--- config.mk ---
export PLATFORM = sky130hd
export DESIGN_NAME = cla_pipe_addsub
export DESIGN_NICKNAME = d
export VERILOG_FILES = /design/src/rtl/cla_pipe_addsub.sv
export SDC_FILE = /design/constraint.sdc
export NUM_CORES = 1
export LEC_CHECK = 0
export ABC_AREA = 1
export CAP_MARGIN = 20
export CORE_MARGIN = 2
export CORE_UTILIZATION = 50
export DETAILED_ROUTE_END_ITERATION = 10
export PLACE_DENSITY = 0.83
export SLEW_MARGIN = 20
export SYNTH_ARGS = -nofsm -noshare
export SYNTH_HDL_FRONTEND = slang
export SYNTH_SLANG_ARGS = --single-unit
--- constraint.sdc ---
create_clock -name clock -period 4.4 [get_ports clock]
set_input_delay 0.88 -clock clock [delete_from_list [all_inputs] [get_ports clock]]
set_output_delay 0.88 -clock clock [all_outputs]
set_load 0.02 [all_outputs]
--- src/rtl/cla_pipe_addsub.sv ---
// Pipelined add/subtract: one SLICE-bit carry-lookahead slice per slot, carry/borrow rippling slot to slot.
// Define CLA_ADDSUB_FLAGS_EN to add the out_zero and out_ovf result flags.
module cla_pipe_addsub #(
    parameter int unsigned WIDTH  = 32,
    parameter int unsigned SLICE  = 8,
    parameter int unsigned STAGES = 4
) (
    input  logic             clock,
    input  logic             reset_n,
    input  logic             in_valid,
    output logic             in_ready,
    input  logic             in_op,
    input  logic [WIDTH-1:0] in_a,
    input  logic [WIDTH-1:0] in_b,
    output logic             out_valid,
    input  logic             out_ready,
    output logic [WIDTH-1:0] out_result,
`ifdef CLA_ADDSUB_FLAGS_EN
    output logic             out_cb,
    output logic             out_zero,
    output logic             out_ovf
`else
    output logic             out_cb
`endif
);

    localparam int unsigned LAST = STAGES - 1;

    // Generate/propagate slice; returns {carry_out, sum}.
    function automatic logic [SLICE:0] cla_slice(input logic [SLICE-1:0] a,
                                                 input logic [SLICE-1:0] b,
                                                 input logic             cin);
        logic [SLICE-1:0] g;
        logic [SLICE-1:0] p;
        logic [SLICE:0]   c;
        g    = a & b;
        p    = a ^ b;
        c    = '0;
        c[0] = cin;
        for (int i = 0; i < int'(SLICE); i++) begin
            c[i+1] = g[i] | (p[i] & c[i]);
        end
        return {c[SLICE], p ^ c[SLICE-1:0]};
    endfunction

    logic [STAGES-1:0] valid_q;
    logic [STAGES-1:0] op_q;
    logic [STAGES-1:0] carry_q;
    logic [STAGES-1:0] adv;
    logic [WIDTH-1:0]  res_q [STAGES];
    logic [WIDTH-1:0]  a_q   [LAST];
    logic [WIDTH-1:0]  b_q   [LAST];
`ifdef CLA_ADDSUB_FLAGS_EN
    logic [STAGES-1:0] zero_q;
    logic              ovf_q;
`endif

    // A slot may move when any slot from it to the output is empty, or the consumer takes.
    for (genvar k = 0; k < STAGES; k++) begin : g_adv
        assign adv[k] = out_ready | ~(&valid_q[LAST:k]);
    end

    assign in_ready = reset_n & adv[0];

    for (genvar k = 0; k < STAGES; k++) begin : g_slot
        localparam int unsigned LO = k * SLICE;

        logic             src_valid;
        logic             src_op;
        logic             src_cin;
        logic [SLICE-1:0] sa;
        logic [SLICE-1:0] sb;
        logic [SLICE-1:0] sb_eff;
        logic [WIDTH-1:0] src_res;
        logic [SLICE:0]   sum;
        logic             valid_r;
        logic             op_r;
        logic             carry_r;
        logic [WIDTH-1:0] res_r;

        if (k == 0) begin : g_head
            assign src_valid = in_valid & in_ready;
            assign src_op    = in_op;
            assign src_cin   = in_op;
            assign sa        = in_a[LO +: SLICE];
            assign sb        = in_b[LO +: SLICE];
            assign src_res   = '0;
        end else begin : g_body
            assign src_valid = valid_q[k-1];
            assign src_op    = op_q[k-1];
            assign src_cin   = carry_q[k-1];
            assign sa        = a_q[k-1][LO +: SLICE];
            assign sb        = b_q[k-1][LO +: SLICE];
            assign src_res   = res_q[k-1];
        end

        // Subtract is a + ~b + 1; the +1 enters as the slot-0 carry-in.
        assign sb_eff = {SLICE{src_op}} ^ sb;
        assign sum    = cla_slice(sa, sb_eff, src_cin);

        always_ff @(posedge clock or negedge reset_n) begin
            if (!reset_n) begin
                valid_r <= 1'b0;
                op_r    <= 1'b0;
                carry_r <= 1'b0;
                res_r   <= '0;
            end else if (adv[k]) begin
                valid_r <= src_valid;
                if (src_valid) begin
                    op_r    <= src_op;
                    carry_r <= sum[SLICE];
                    res_r   <= src_res | (WIDTH'(sum[SLICE-1:0]) << LO);
                end
            end
        end

        assign valid_q[k] = valid_r;
        assign op_q[k]    = op_r;
        assign carry_q[k] = carry_r;
        assign res_q[k]   = res_r;

        // Only operand bits not yet consumed travel on.
        if (k < LAST) begin : g_opnd
            localparam logic [WIDTH-1:0] HI = ~((WIDTH'(1) << (LO + SLICE)) - WIDTH'(1));
            logic [WIDTH-1:0] a_in;
            logic [WIDTH-1:0] b_in;
            logic [WIDTH-1:0] a_r;
            logic [WIDTH-1:0] b_r;

            if (k == 0) begin : g_first
                assign a_in = in_a;
                assign b_in = in_b;
            end else begin : g_mid
                assign a_in = a_q[k-1];
                assign b_in = b_q[k-1];
            end

            always_ff @(posedge clock or negedge reset_n) begin
                if (!reset_n) begin
                    a_r <= '0;
                    b_r <= '0;
                end else if (adv[k] && src_valid) begin
                    a_r <= a_in & HI;
                    b_r <= b_in & HI;
                end
            end

            assign a_q[k] = a_r;
            assign b_q[k] = b_r;
        end

`ifdef CLA_ADDSUB_FLAGS_EN
        // Running zero-reduction keeps out_zero free of a wide output NOR.
        logic src_zero;
        logic zero_r;

        if (k == 0) begin : g_z0
            assign src_zero = 1'b1;
        end else begin : g_zn
            assign src_zero = zero_q[k-1];
        end

        always_ff @(posedge clock or negedge reset_n) begin
            if (!reset_n) begin
                zero_r <= 1'b0;
            end else if (adv[k] && src_valid) begin
                zero_r <= src_zero & (sum[SLICE-1:0] == '0);
            end
        end

        assign zero_q[k] = zero_r;

        if (k == LAST) begin : g_ovf
            always_ff @(posedge clock or negedge reset_n) begin
                if (!reset_n) begin
                    ovf_q <= 1'b0;
                end else if (adv[k] && src_valid) begin
                    ovf_q <= (sa[SLICE-1] ~^ sb_eff[SLICE-1]) & (sum[SLICE-1] ^ sa[SLICE-1]);
                end
            end
        end
`endif
    end

    assign out_valid  = valid_q[LAST];
    assign out_result = res_q[LAST];
    assign out_cb     = carry_q[LAST] ^ op_q[LAST];
`ifdef CLA_ADDSUB_FLAGS_EN
    assign out_zero   = zero_q[LAST];
    assign out_ovf    = ovf_q;
`endif

endmodule

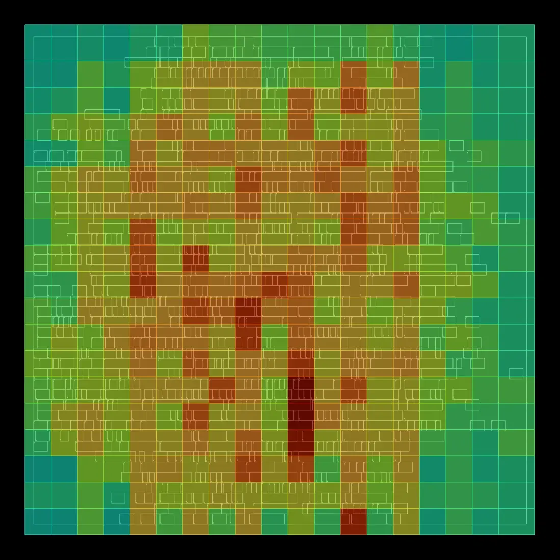
Figure 1: run 1, track usage over the die.
WL/cell: 14.43 µm
M2 GR Usage: 31.19%
Util after Layout: 61.16%

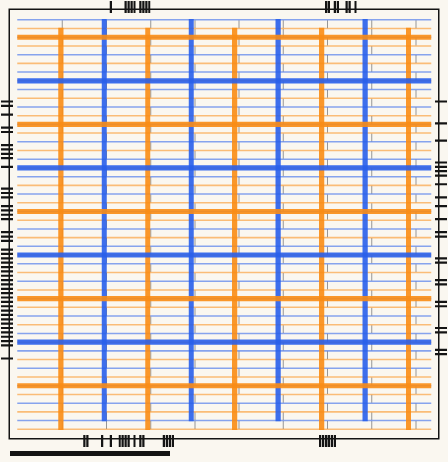
Figure 2: run 1, floorplan with the power grid.
Bar = 50 µm. Pins as bars on the die edge. Tap cells in grey.
- orange: VSS
- blue: VDD
- met5 straps: 9
- signal pins: 104
- rows: 47
- tap cells: 220
- met4 straps: 9

==> impl_metrics.json, run 1 <==
{
  "grt_pass1_vias": 5994,
  "ys_cells": 885,
  "cts_tree": "yes",
  "drt_pass1_iterations": 7,
  "flops": 188,
  "logic_area_um2": 3168,
  "clock_latency_ns": 0.43,
  "yosysTopAreaCell": "dfrtp_1",
  "worstPathRequired_ns": 4.72,
  "antenna_cells": 0,
  "die_h_um": 133.6,
  "fin_crit_ns": 4.216,
  "fp-utilization_pct": 50.84,
  "nNetsFinal": 1061,
  "cts_resized": 1,
  "fin_hold_ws_ns": 0.3494,
  "yosys.stat.seqShare_pct": 55.99,
  "fillers": 1285,
  "switchingPower_w": 0.001761,
  "wl_met3_um": 913,
  "final-clk-cell-share_pct": 5.608,
  "comb_share_pct": 31.34,
  "synthArstFlopShare_pct": 100.0,
  "end_kind": "flip-flop",
  "crit_buf_inv": 3,
  "synthCells": 885,
  "layout.cells.non_filler": 1193,
  "overflow": 0,
  "clockBufferCount": 20,
  "crit_type": "in2reg",
  "grt_max_degree": 76,
  "cp-start-kind": "primary input",
  "final_cell_mix": "295 x nand2_1, 188 x dfrtp_1, 101 x clkdlybuf4s50_1, 67 x nand3_1",
  "setup_ws_ns": 0.1840,
  "syn2layout_area_growth_pct": 20.30,
  "stdcell_area_um2": 10110,
  "buffers_excl_clock": 120,
  "cp_slowest_cell": "clkdlybuf4s50_1",
  "power.total_w": 0.005440,
  "seq_area_um2": 4705,
  "ioPinCount": 104,
  "path_clk_slew_ns": 0.07,
  "die_x_um": 133.6,
  "r2r_cells": 13,
  "p_seq_share_pct": 44.6,
  "ys_types": 21,
  "top_logic_kind": "simple AND/OR/NAND/NOR gates",
  "core_area_um2": 16520,
  "drive_above_1_share_pct": 6.269,
  "synthTopCellsByCount": "295 x nand2_1, 188 x dfrtp_1, 67 x nand3_1, 58 x inv_1, 58 x nand4_1",
  "antenna_left": 0,
  "tapCellCount": 220,
  "holdCritPathClass": "in2async",
  "p_leak_nw": 5.009,
  "synthAoiAreaFrac_pct": 3.723,
  "drc": 0,
  "multi_input_comb_cells": 575,
  "drt_iter0_markers": 547,
  "powerComb_w": 0.00154,
  "yosys_warnings": 0,
  "cts_sinks": 188,
  "clockBufferDepth": 2,
  "synth-seq-cells": 188,
  "max_freq_mhz": 237.2,
  "rows": 47,
  "period_used_pct": 95.82,
  "dominant_cells": "registers",
  "numCtsBuffers": 17,
  "p_per_area_nw_per_um2": 538.3,
  "via_per_inst": 5.111,
  "maxPowerGroup": "sequential cells",
  "chipArea_um2": 17860,
  "place_congestion": 0.7731,
  "grt_pass1_wl_um": 29750,
  "finalSetupViolations": 0,
  "worst_path_most_repeated_cell": "fa_2",
  "top_layer_used": "met4",
  "maxSlewViolCount": 0,
  "crit_chain": "clkdlybuf4s50_1 -> inv_1 -> nand2_1 -> o21ai_0 -> fa_2 -> fa_2 -> fa_1 -> fa_2 -> fa_2 -> fa_1 -> inv_1 -> fa_1 -> nand4_1 -> nand2_1",
  "critPathMaxStageDelay_ns": 0.47,
  "netSwitchingFraction_pct": 32.38,
  "max_cap_violations": 0,
  "synth_top_area_share_pct": 55.99,
  "synthMostInstantiatedCell": "nand2_1",
  "hold_violations": 0,
  "cts_root_buffer": "clkbuf_16",
  "adder_share_pct": 7.386,
  "status": "finished clean",
  "simple_gate_share_pct": 23.11,
  "worstPathMaxFanout": 2,
  "post_cts_buffers": 0,
  "r2r-end": "out_result[31]",
  "vdd_drop_max_v": 0.0003027,
  "ys.flop_type": "dfrtp_1",
  "area_leaders": "dfrtp_1 56%, nand2_1 13%, fa_1 7.4%, nand4_1 4.3%, nand3_1 4.0%",
  "worst_pin_slew_ns": 0.8392,
  "synth-xor-area-share_pct": 3.336,
  "syn_nets": 985,
  "warnings": 26,
  "largestRegisters": "g_slot.g_opnd.a_r (48), g_slot.g_opnd.b_r (48), g_slot.res_r (48)",
  "power.internal_w": 0.003679,
  "port_buffers": 103,
  "postSynthAreaPerCell_um2": 9.494,
  "finalSetupTns_ns": 0,
  "grtUsageTotal_pct": 20.72,
  "dp_cells": 1162,
  "mux_area_share_pct": 0,
  "place_area_um2": 9528,
  "htree_levels": 4,
  "syn_area_um2": 8402,
  "wl_met1_um": 8099,
  "clk-power_w": 0.00147,
  "clock_skew_ns": 0.007177,
  "path_delay_family": "adder cells",
  "edf_count": 0,
  "lay_top_count": "nand2_1",
  "p_comb_share_pct": 28.3,
  "antenna_found_initial": 0,
  "met2_length_um": 8012,
  "place_ws_ns": -0.4639,
  "buffer_area_share_pct": 11.59,
  "seq_share_pct": 46.55,
  "ys_area_um2": 8402,
  "cp.arrival_ns": 4.53,
  "ctsHoldBuffers": 0,
  "powerSeq_w": 0.00243,
  "clockPowerShare_pct": 27.0,
  "rsz0062_at_grt": "false",
  "inv_count": 59,
  "slew_headroom_pct": 44.05,
  "hpwl_um": 11540,
  "r2r_start": "g_slot[2].g_opnd.b_r[24]",
  "r2r_setup_slack_ns": 0.21
}
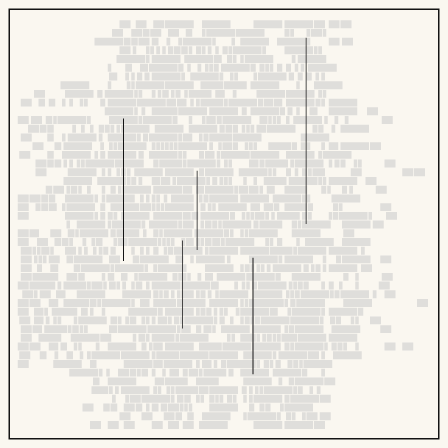
Figure 3: run 1, met4 routing.
Cells faint in the background.
- main direction: vertical
- longest straight run: 57.8 µm
via count: 6097
Routed WL: 17220 µm

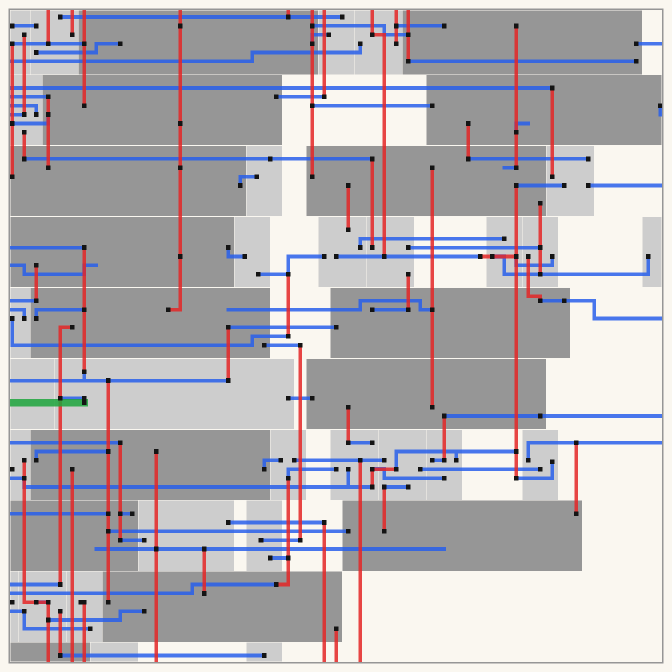
Figure 4: run 1, close-up of the layout.
Region (88, 21) to (113, 46) µm. Cells in grey, sequential cells in the stronger grey; small squares are vias.
- red: metal 2
- green: metal 3
- blue: metal 1
- cells with their middle in the window: 37
- most frequent: dfrtp_1 (14), o21ai_0 (7), inv_1 (6)
- netlist names of flops here include: out_result (8), g_slot.res_r (6)
- sequential cells in the window: 14

run 1: routing by layer:
layer	GRT usage, %	vias to the layer above
li1	-	2973
met1	31.11	2933
met2	31.19	175
met3	4.300	16
met4	5.319	0
met5	0	-
run 1: worst max path at each step:
| stage | slack (ns) | end | from | cells past startpoint |
|---|---|---|---|---|
| after floorplan | 0.04 | g_slot[0].res_r[7] | in_op | 12 |
| after global placement | -0.46 | g_slot[0].res_r[7] | in_a[0] | 14 |
| after detailed placement | -0.46 | g_slot[0].res_r[7] | in_a[0] | 14 |
| after CTS | 0.03 | g_slot[0].res_r[7] | in_a[0] | 14 |
| after global routing | 0.03 | g_slot[0].res_r[7] | in_a[0] | 14 |
| final | 0.18 | g_slot[0].res_r[7] | in_a[0] | 14 |
==> run 2: changes to the inputs <==
Settings changed: SETUP_SLACK_MARGIN set to 0.4.
==> impl_metrics.json, run 2 <==
{
  "status": "finished clean",
  "buffers_excl_clock": 117,
  "antenna_found_initial": 0,
  "edf_count": 0,
  "path_clk_slew_ns": 0.07,
  "max_freq_mhz": 250.7,
  "final_cell_mix": "294 x nand2_1, 188 x dfrtp_1, 96 x clkdlybuf4s50_1, 67 x nand3_1, 58 x nand4_1",
  "drive_above_1_share_pct": 9.475,
  "fillers": 1238,
  "clock_skew_ns": 0.006884,
  "netSwitchingFraction_pct": 32.64,
  "max_cap_violations": 0,
  "drt_iter0_markers": 584,
  "critPathCapture": "g_slot[2].res_r[23]",
  "critPathMaxStageDelay_ns": 0.42,
  "drc": 0,
  "yosys.stat.seqShare_pct": 55.99,
  "holdCritPathClass": "in2async",
  "r2r-end": "g_slot[2].res_r[23]",
  "place_area_um2": 9545,
  "synthTopCellsByCount": "295 x nand2_1, 188 x dfrtp_1, 67 x nand3_1, 58 x inv_1, 58 x nand4_1",
  "routedWlPerCell_um": 14.66,
  "ys_cells": 885,
  "antenna_cells": 0,
  "ctsHoldBuffers": 0,
  "final-clk-cell-share_pct": 5.731,
  "synthCells": 885,
  "rsz0062_at_grt": "true",
  "crit_chain": "xor2_2 -> fa_2 -> inv_1 -> fa_2 -> fa_2 -> fa_2 -> fa_2 -> fa_2 -> fa_1 -> inv_1 -> fa_1 -> nand3_1 -> nand2_1",
  "tapCellCount": 220,
  "crit_type": "reg2reg",
  "p_seq_share_pct": 44.2,
  "r2r_setup_slack_ns": 0.41,
  "nNetsFinal": 1058,
  "maxSlewViolCount": 0,
  "wl_met1_um": 8074,
  "worstPathRequired_ns": 4.71,
  "cp-start-kind": "flip-flop",
  "yosys_warnings": 0,
  "ys_area_um2": 8402,
  "worst_pin_slew_ns": 0.8455,
  "cts_root_buffer": "clkbuf_16",
  "critical_path_cell_count": 13,
  "synth-seq-cells": 188,
  "dp_cells": 1158,
  "synth_top_area_share_pct": 55.99,
  "drt_pass1_iterations": 9,
  "fin_util_pct": 61.70,
  "place_ws_ns": -0.2659,
  "seq_share_pct": 46.14,
  "dominant_cells": "registers",
  "via_per_inst": 5.142,
  "finalSetupViolations": 0,
  "postSynthAreaPerCell_um2": 9.494,
  "r2r_start": "g_slot[1].op_r",
  "wl_met3_um": 1007,
  "inv_count": 59,
  "fp-utilization_pct": 50.84,
  "cp.arrival_ns": 4.30,
  "syn_nets": 985,
  "num_vias": 6124,
  "worstPathMaxFanout": 2,
  "p_leak_nw": 5.019,
  "chipArea_um2": 17860,
  "p_comb_share_pct": 28.7,
  "cts_resized": 22,
  "largestRegisters": "g_slot.g_opnd.a_r (48), g_slot.g_opnd.b_r (48), g_slot.res_r (48)",
  "port_buffers": 103,
  "rows": 47,
  "stdcell_area_um2": 10200,
  "hold_violations": 0,
  "crit_buf_inv": 2,
  "cts_tree": "yes",
  "numCtsBuffers": 17,
  "ys.flop_type": "dfrtp_1",
  "seq_area_um2": 4705,
  "syn_area_um2": 8402,
  "grt_max_degree": 182,
  "warnings": 31,
  "setup_ws_ns": 0.4112,
  "clockBufferDepth": 2,
  "synthArstFlopShare_pct": 100.0,
  "clockPowerShare_pct": 27.0,
  "ys_types": 21,
  "fin_hold_ws_ns": 0.3833,
  "path_delay_family": "adder cells",
  "fin_crit_ns": 3.989,
  "comb_share_pct": 31.92,
  "hpwl_um": 11300,
  "grtUsageTotal_pct": 20.85,
  "syn2layout_area_growth_pct": 21.35,
  "use_met2_pct": 31.27,
  "slew_headroom_pct": 43.43,
  "switchingPower_w": 0.001799,
  "crit_start": "g_slot[1].op_r",
  "end_kind": "flip-flop",
  "synthMostInstantiatedCell": "nand2_1",
  "area_leaders": "dfrtp_1 56%, nand2_1 13%, fa_1 7.4%, nand4_1 4.3%, nand3_1 4.0%",
  "clock_latency_ns": 0.42,
  "htree_levels": 4,
  "grt_use_met3_pct": 4.909,
  "grt_pass1_vias": 6013,
  "finalSetupTns_ns": 0,
  "overflow": 0,
  "flops": 188,
  "grt_pass1_wl_um": 29900,
  "buffer_area_share_pct": 11.34,
  "met2_length_um": 8164,
  "yosysTopAreaCell": "dfrtp_1",
  "power.total_w": 0.005512,
  "clockBufferCount": 19,
  "cp_slowest_cell": "dfrtp_1",
  "logic_area_um2": 3254,
  "worst_path_most_repeated_cell": "fa_2",
  "drt-total-wl_um": 17460,
  "power.internal_w": 0.003713,
  "ioPinCount": 104,
  "top_layer_used": "met4",
  "post_cts_buffers": 0,
  "p_per_area_nw_per_um2": 540.6,
  "lay_top_count": "nand2_1",
  "place_congestion": 0.7693,
  "antenna_left": 0,
  "cts_sinks": 188,
  "r2r_cells": 13,
  "multi_input_comb_cells": 575,
  "period_used_pct": 90.65,
  "layout.cells.non_filler": 1191
}
==> run 2: cell counts after synthesis <==
No cell type changed its count.
==> run 2: cells by family after synthesis <==
group | share of synthesized area (%)
buffers and inverters | 6.448
AND-OR/OR-AND | 3.723
XOR/XNOR | 3.336
adder cells (fa/ha/maj) | 7.387
AND/OR/NAND/NOR | 23.11
flip-flops | 55.99
==> run 2: power by group through the flow <==
stage	Clock, W	Sequential [W]	Combinational (W)
after global placement	0	0.00243	0.00148
after CTS	0.00151	0.00243	0.00159
after detailed placement	0	0.00245	0.00156
after floorplan	0	0.00255	0.000773
after global routing	0.00158	0.00249	0.00179
final	0.00149	0.00244	0.00158
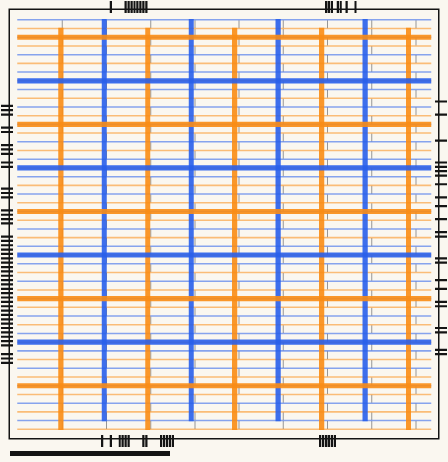
Figure 5: run 2, floorplan with the power grid.
Bar = 50 µm. Pins as bars on the die edge. Tap cells in grey.
- orange: VSS
- blue: VDD
- signal pins: 104
- tap cells: 220
- rows: 47
- met5 straps: 9
VDD IR max: 0.0003154 V
total core area: 16520 µm²
die width: 133.6 µm
Die H: 133.6 µm

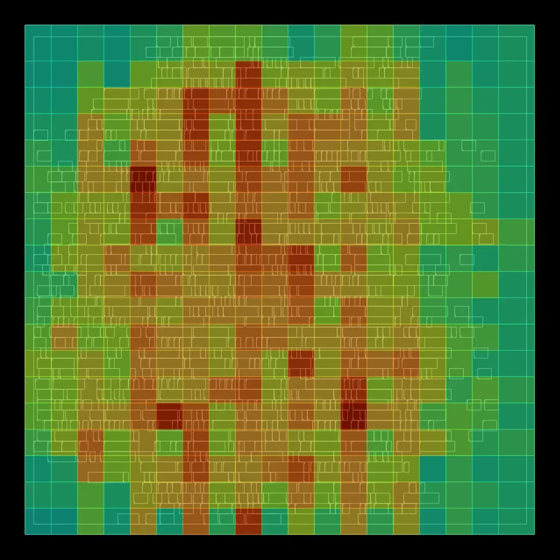
Figure 6: run 2, track usage over the die.
GR Util met1: 30.93%
gr busiest metal: met2

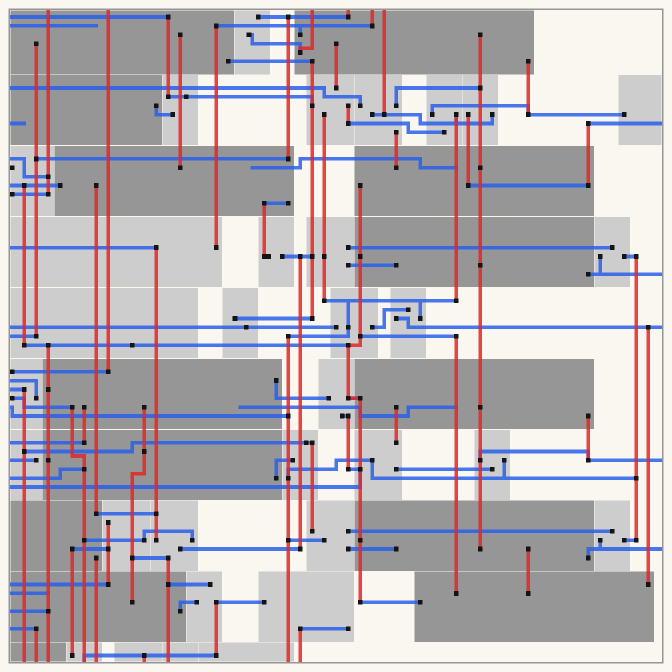
Figure 7: run 2, close-up of the layout.
Region (88, 21) to (113, 46) µm. Cells in grey, sequential cells in the stronger grey; small squares are vias.
- red: metal 2
- blue: metal 1
- sequential cells in the window: 12
- cells with their middle in the window: 39
- netlist names of flops here include: g_slot.res_r (6), out_result (6)
- most frequent: dfrtp_1 (12), inv_1 (7)

Power is estimated from default activity; no workload was simulated.
